==> images/flops_by_reg.png <==
Bar = 50 µm.
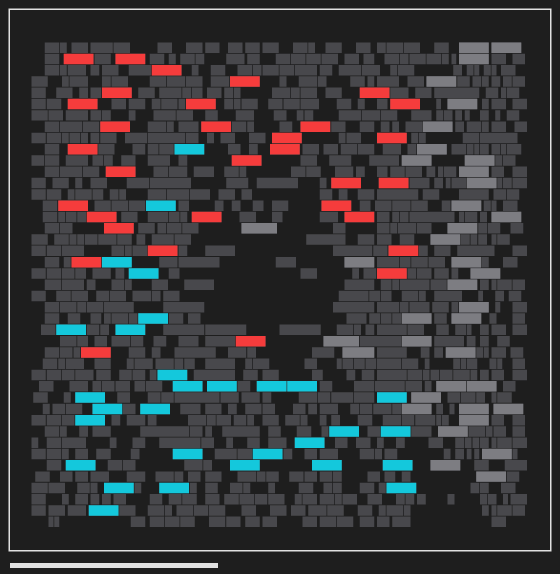
==> images/clk_routes.png <==
Bar = 50 µm.
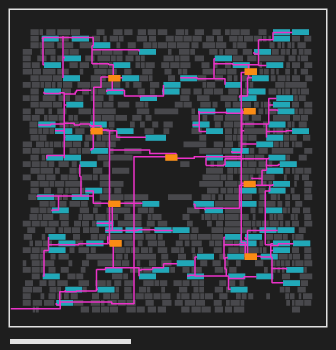
==> images/sizes.png <==
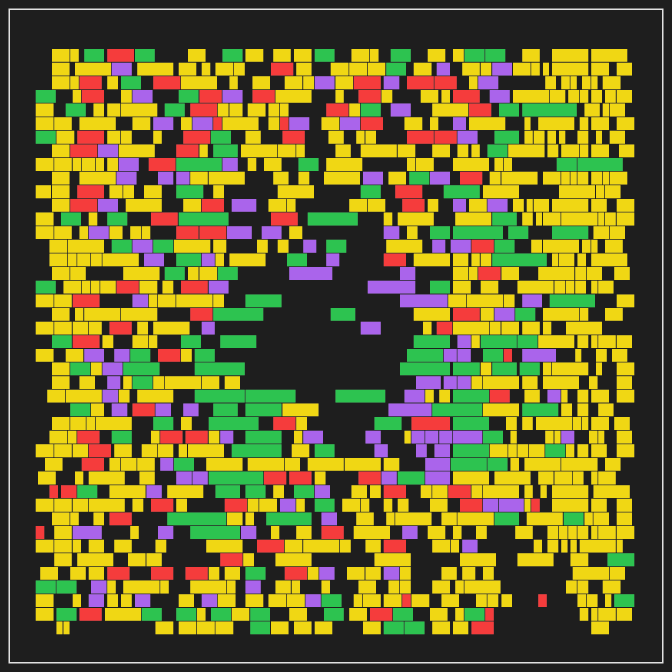
==> images/placement.png <==
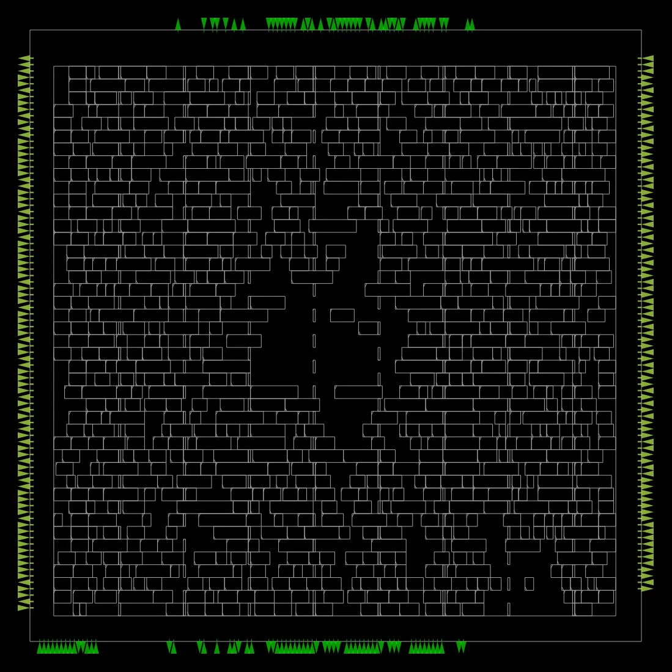
==> images/metal_density.png <==
The die is cut into 26 by 26 equal tiles; dark blue is low, red is high, scaled to the fullest tile. Values are wire area over tile area, all layers added.
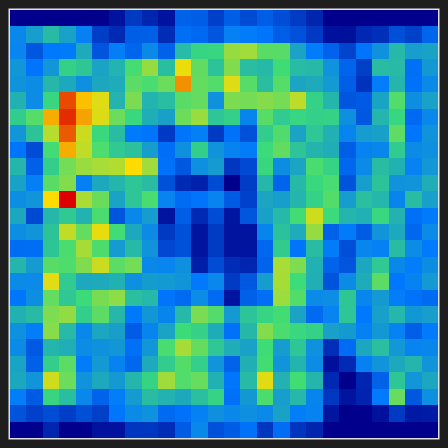
File: src/rtl/dm_arb_pkg.sv
// Shared types and constants for the dm_arbiter slice.
// Optional feature macro: DM_ARB_SUBWORD_EN (byte-enabled read-modify-write stores).
package dm_arb_pkg;

    // Sequencer states. WRBACK is only entered when sub-word stores are enabled.
    typedef enum logic [1:0] {
        IDLE   = 2'd0,
        ACCESS = 2'd1,
        WRBACK = 2'd2
    } arbState_t;

    // Requester index: port 0 is the CPU load/store unit, port 1 the debug/DMA loader.
    typedef enum logic {
        PORT0 = 1'b0,
        PORT1 = 1'b1
    } portIdx_t;

    // Byte-enable pattern that covers the whole word.
    localparam logic [3:0] FULL_BE = 4'b1111;

    // The round-robin pointer always hands priority to the port that did not just win.
    function automatic portIdx_t otherPort(input portIdx_t p);
        return (p == PORT0) ? PORT1 : PORT0;
    endfunction

endpackage

File: src/rtl/dm_arbiter_byte_merge.sv
// Combinational lane merge: enabled byte lanes come from newWord, the rest from oldWord.
// Used to build the write-back word of a read-modify-write sub-word store.
module dm_byte_merge (
    input  logic [31:0] oldWord,
    input  logic [31:0] newWord,
    input  logic [3:0]  be,
    output logic [31:0] mergedWord
);

    // Select each byte lane from the new or the old word according to its enable.
    always_comb begin
        // NOTE: assigning a default before the conditional updates keeps every bit
        // driven on every path, so no latch is inferred.
        mergedWord = oldWord;
        for (int i = 0; i < 4; i++) begin
            if (be[i]) begin
                mergedWord[8*i +: 8] = newWord[8*i +: 8];
            end
        end
    end

endmodule

File: src/rtl/dm_arbiter.sv
// Two-port round-robin arbiter and access sequencer in front of the data memory.
// Shares the single memory port between the CPU (port 0) and the debug/DMA loader
// (port 1), and turns byte-enabled stores into read-modify-write sequences.
// Optional feature macro: DM_ARB_SUBWORD_EN. When undefined, byte enables are
// ignored, every store is a single full-word write and WRBACK is never used.
module dm_arbiter
    import dm_arb_pkg::*;
#(
    parameter int ADDR_W = 32
) (
    input  logic              Clk,
    input  logic              Reset,
    input  logic              req0,
    input  logic              we0,
    input  logic [ADDR_W-1:0] addr0,
    input  logic [31:0]       wdata0,
    input  logic [3:0]        be0,
    input  logic              req1,
    input  logic              we1,
    input  logic [ADDR_W-1:0] addr1,
    input  logic [31:0]       wdata1,
    input  logic [3:0]        be1,
    output logic              gnt0,
    output logic              gnt1,
    output logic              done0,
    output logic              done1,
    output logic [31:0]       rdata,
    output logic              MemRead,
    output logic              MemWrite,
    output logic [ADDR_W-1:0] MemAddr,
    output logic [31:0]       WD,
    input  logic [31:0]       RD
);

    arbState_t         state;
    arbState_t         nextState;
    portIdx_t          ptr;
    portIdx_t          winner;
    portIdx_t          latPort;
    logic              anyReq;
    logic              grant;
    logic              finish;
    logic              loadCapture;

    // Request fields latched at grant time; the byte offset is dropped because
    // the memory is word addressed.
    logic              latWe;
    logic [ADDR_W-3:0] latWordAddr;
    logic [31:0]       latWdata;
    logic [ADDR_W-1:0] latAddrAligned;

    // Request fields that are intentionally not used by the datapath.
    logic              unusedInputs;

`ifdef DM_ARB_SUBWORD_EN
    logic [3:0]        latBe;
    logic [31:0]       mergedWord;
    logic [31:0]       mergedReg;
    logic              mergeCapture;

    assign unusedInputs = ^{addr0[1:0], addr1[1:0]};

    dm_byte_merge uMerge (
        .oldWord    (RD),
        .newWord    (latWdata),
        .be         (latBe),
        .mergedWord (mergedWord)
    );
`else
    assign unusedInputs = ^{addr0[1:0], addr1[1:0], be0, be1};
`endif

    assign anyReq         = req0 | req1;
    assign latAddrAligned = {latWordAddr, 2'b00};

    // Round-robin winner: a lone requester wins, a contested grant goes to the pointer.
    always_comb begin
        if (req0 && req1) begin
            winner = ptr;
        end else if (req1) begin
            winner = PORT1;
        end else begin
            winner = PORT0;
        end
    end

    // Next-state and memory strobe decode; Reset overrides every strobe and grant.
    always_comb begin
        nextState   = state;
        gnt0        = 1'b0;
        gnt1        = 1'b0;
        MemRead     = 1'b0;
        MemWrite    = 1'b0;
        MemAddr     = '0;
        WD          = '0;
        grant       = 1'b0;
        finish      = 1'b0;
        loadCapture = 1'b0;
`ifdef DM_ARB_SUBWORD_EN
        mergeCapture = 1'b0;
`endif
        case (state)
            IDLE: begin
                if (anyReq) begin
                    grant     = 1'b1;
                    gnt0      = (winner == PORT0);
                    gnt1      = (winner == PORT1);
                    nextState = ACCESS;
                end
            end
            ACCESS: begin
                MemAddr   = latAddrAligned;
                finish    = 1'b1;
                nextState = IDLE;
                if (!latWe) begin
                    MemRead     = 1'b1;
                    loadCapture = 1'b1;
`ifdef DM_ARB_SUBWORD_EN
                end else if (latBe == FULL_BE) begin
                    MemWrite = 1'b1;
                    WD       = latWdata;
                end else if (latBe != 4'b0000) begin
                    // Partial store: read the old word now, write the merge next cycle.
                    MemRead      = 1'b1;
                    mergeCapture = 1'b1;
                    finish       = 1'b0;
                    nextState    = WRBACK;
                end
`else
                end else begin
                    MemWrite = 1'b1;
                    WD       = latWdata;
                end
`endif
            end
`ifdef DM_ARB_SUBWORD_EN
            WRBACK: begin
                MemAddr   = latAddrAligned;
                MemWrite  = 1'b1;
                WD        = mergedReg;
                finish    = 1'b1;
                nextState = IDLE;
            end
`endif
            default: begin
                nextState = IDLE;
            end
        endcase

        if (Reset) begin
            gnt0        = 1'b0;
            gnt1        = 1'b0;
            MemRead     = 1'b0;
            MemWrite    = 1'b0;
            MemAddr     = '0;
            WD          = '0;
            grant       = 1'b0;
            finish      = 1'b0;
            loadCapture = 1'b0;
`ifdef DM_ARB_SUBWORD_EN
            mergeCapture = 1'b0;
`endif
        end
    end

    // State, pointer, latched request, completion pulses and load data register.
    always_ff @(posedge Clk) begin
        // NOTE: sequential state uses non-blocking assignments so every register
        // samples the pre-edge values regardless of statement order.
        if (Reset) begin
            state       <= IDLE;
            ptr         <= PORT0;
            latPort     <= PORT0;
            latWe       <= 1'b0;
            latWordAddr <= '0;
            latWdata    <= '0;
            done0       <= 1'b0;
            done1       <= 1'b0;
            rdata       <= '0;
        end else begin
            state <= nextState;
            done0 <= finish && (latPort == PORT0);
            done1 <= finish && (latPort == PORT1);
            if (grant) begin
                ptr         <= otherPort(winner);
                latPort     <= winner;
                latWe       <= (winner == PORT1) ? we1 : we0;
                latWordAddr <= (winner == PORT1) ? addr1[ADDR_W-1:2] : addr0[ADDR_W-1:2];
                latWdata    <= (winner == PORT1) ? wdata1 : wdata0;
            end
            if (loadCapture) begin
                rdata <= RD;
            end
        end
    end

`ifdef DM_ARB_SUBWORD_EN
    // Byte enables of the granted request and the merged word for the write-back cycle.
    always_ff @(posedge Clk) begin
        if (Reset) begin
            latBe     <= 4'b0000;
            mergedReg <= '0;
        end else begin
            if (grant) begin
                latBe <= (winner == PORT1) ? be1 : be0;
            end
            if (mergeCapture) begin
                mergedReg <= mergedWord;
            end
        end
    end
`endif

endmodule

File: config.mk
export PLATFORM = sky130hd
export DESIGN_NAME = dm_arbiter
export DESIGN_NICKNAME = d
export VERILOG_FILES = /design/src/rtl/dm_arb_pkg.sv /design/src/rtl/dm_arbiter_byte_merge.sv /design/src/rtl/dm_arbiter.sv
export SDC_FILE = /design/constraint.sdc
export NUM_CORES = 1
export LEC_CHECK = 0
export CORE_MARGIN = 5
export CORE_UTILIZATION = 37
export CTS_BUF_LIST = sky130_fd_sc_hd__clkbuf_4 sky130_fd_sc_hd__clkbuf_8
export CTS_CLUSTER_SIZE = 30
export DETAILED_ROUTE_END_ITERATION = 8
export GPL_TIMING_DRIVEN = 0
export PLACE_DENSITY_LB_ADDON = 0.2
export REMOVE_ABC_BUFFERS = 1
export SYNTH_ARGS = -nofsm -noshare
export SYNTH_HDL_FRONTEND = slang
export SYNTH_SLANG_ARGS = --single-unit
File: constraint.sdc
create_clock -name Clk -period 1.6 [get_ports Clk]
set_clock_uncertainty 0.15 [all_clocks]
set_input_delay 0.32 -clock Clk [delete_from_list [all_inputs] [get_ports Clk]]
set_output_delay 0.32 -clock Clk [all_outputs]
set_load 0.01 [all_outputs]
==> flow_metrics.env <==
# source this file to load flow results
export IMPL_status="finished with violations"
export IMPL_violations="negative setup slack"
export IMPL_cts_max_level=3
export IMPL_wl_per_cell_um=22.07
export IMPL_rows=43
export IMPL_p_int_uw=5068
export IMPL_power_leader="registers"
export IMPL_p_clk_uw=1980
export IMPL_fin_ws_ps=-592.9
export IMPL_clkPwrFrac=0.277
export IMPL_warnings=41
export IMPL_async_flop_share=0
export IMPL_nNetsFinal=1057
export IMPL_logic_gate_count=437
export IMPL_dp_worst_setup_slack_ps=-2169
export IMPL_grt_usage=0.2577
export IMPL_dp_cells=983
export IMPL_cp_start_kind="flip-flop"
export IMPL_clockNetworkAreaShare=0.02442
export IMPL_seq_share=0.2055
export IMPL_setup_violations=130
export IMPL_tritoncts="built"
export IMPL_n_all_inverters=2
export IMPL_die_x_um=130.1
export IMPL_areaGrowthSynthToFinish_pct=83.31
export IMPL_hold_path_depth=2
export IMPL_drive_gt1_frac=0.3514
export IMPL_finalPower_uw=7164
export IMPL_netlist_area_um2=5338
export IMPL_num_antenna_cells=0
export IMPL_common_cells="dfxtp_1, nand2b_1, o21ai_0"
export IMPL_crit_start="state[0]"
export IMPL_synth_most_common_cell="dfxtp_1"
export IMPL_nNonClkBuffers=333
export IMPL_place_congestion=0.8343
export IMPL_yosysUniqueCellTypes=24
## Picture notes: flops_by_reg.png
[cyan] latWordAddr | flops: 30
[red] latWdata | flops: 32

## Picture notes: clk_routes.png
[orange] clock drivers | count: 9
[magenta] clock wires | length: 1360 µm
[cyan] flip-flops | count: 100
flops lie: spread over the die
routed clock nets: 10

## Picture notes: sizes.png
[red] _2 cells | cells: 85 | share: 9.6% | most used: a22oi_2
[green] _6 and larger | cells: 124 | share: 14% | most used: buf_6
[purple] _3 and _4 cells | cells: 103 | share: 12% | most used: and3_4
[yellow] _0 and _1 cells | cells: 576 | share: 65% | most used: clkdlybuf4s50_1

## Picture notes: placement.png
fill count: 1038
n_taps: 180

## Picture notes: metal_density.png
mean over tiles: 0.23
fullest tile: 0.69
tiles over half the peak: 18%
nearly empty tiles: 4.1%
densest ninth of the die: middle left

[critical path, cell delays in order (launching register included)]
cell and delay (ps):
dfxtp_4 370, or2_4 240, buf_12 130, or2_4 250, buf_16 140, a21oi_2 80, buf_2 130
[layer usage]
| metal | wire length, µm | share of wire | up-vias | GRT usage |
|---|---|---|---|---|
| met5 | 0 | 0 | - | 0 |
| met3 | 2144 | 0.091 | 50 | 0.06263 |
| li1 | - | - | 2777 | - |
| met2 | 11300 | 0.48 | 330 | 0.4255 |
| met1 | 9469 | 0.40 | 2934 | 0.3231 |
| met4 | 654 | 0.028 | 0 | 0.1039 |
[cell usage in the layout, fill, tap and decap left out, types with 4 or more instances in the layout]
| cell | count |
|---|---|
| dfxtp_1 | 97 |
| nand2_1 | 32 |
| nand2b_1 | 96 |
| and2_4 | 28 |
| o21ai_1 | 4 |
| a311oi_2 | 22 |
| buf_12 | 15 |
| a311oi_1 | 39 |
| and3_4 | 31 |
| clkbuf_8 | 9 |
| nor2b_4 | 4 |
| buf_8 | 5 |
| dlygate4sd2_1 | 34 |
| buf_16 | 13 |
| and2_1 | 4 |
| buf_4 | 21 |
| clkbuf_16 | 4 |
| o21ai_0 | 92 |
| buf_2 | 7 |
| a22oi_1 | 13 |
| a22oi_2 | 50 |
| buf_6 | 74 |
| or2_4 | 5 |
| clkdlybuf4s50_1 | 158 |
[registers in the layout, summed over array words and instances (netlist names)]
| name | cells |
|---|---|
| state | 1 |
| latWdata | 32 |
| done0 | 1 |
| latWordAddr | 30 |
| latWe | 1 |
| latPort | 1 |
| ptr | 1 |
| rdata | 32 |
| done1 | 1 |
[timing repair]
item,CTS,global route
setup endpoints to repair,198,141
gates resized,480,61
hold endpoints to repair,0,0
setup buffers,31,16
cloned,18,6
pin swaps,36,41
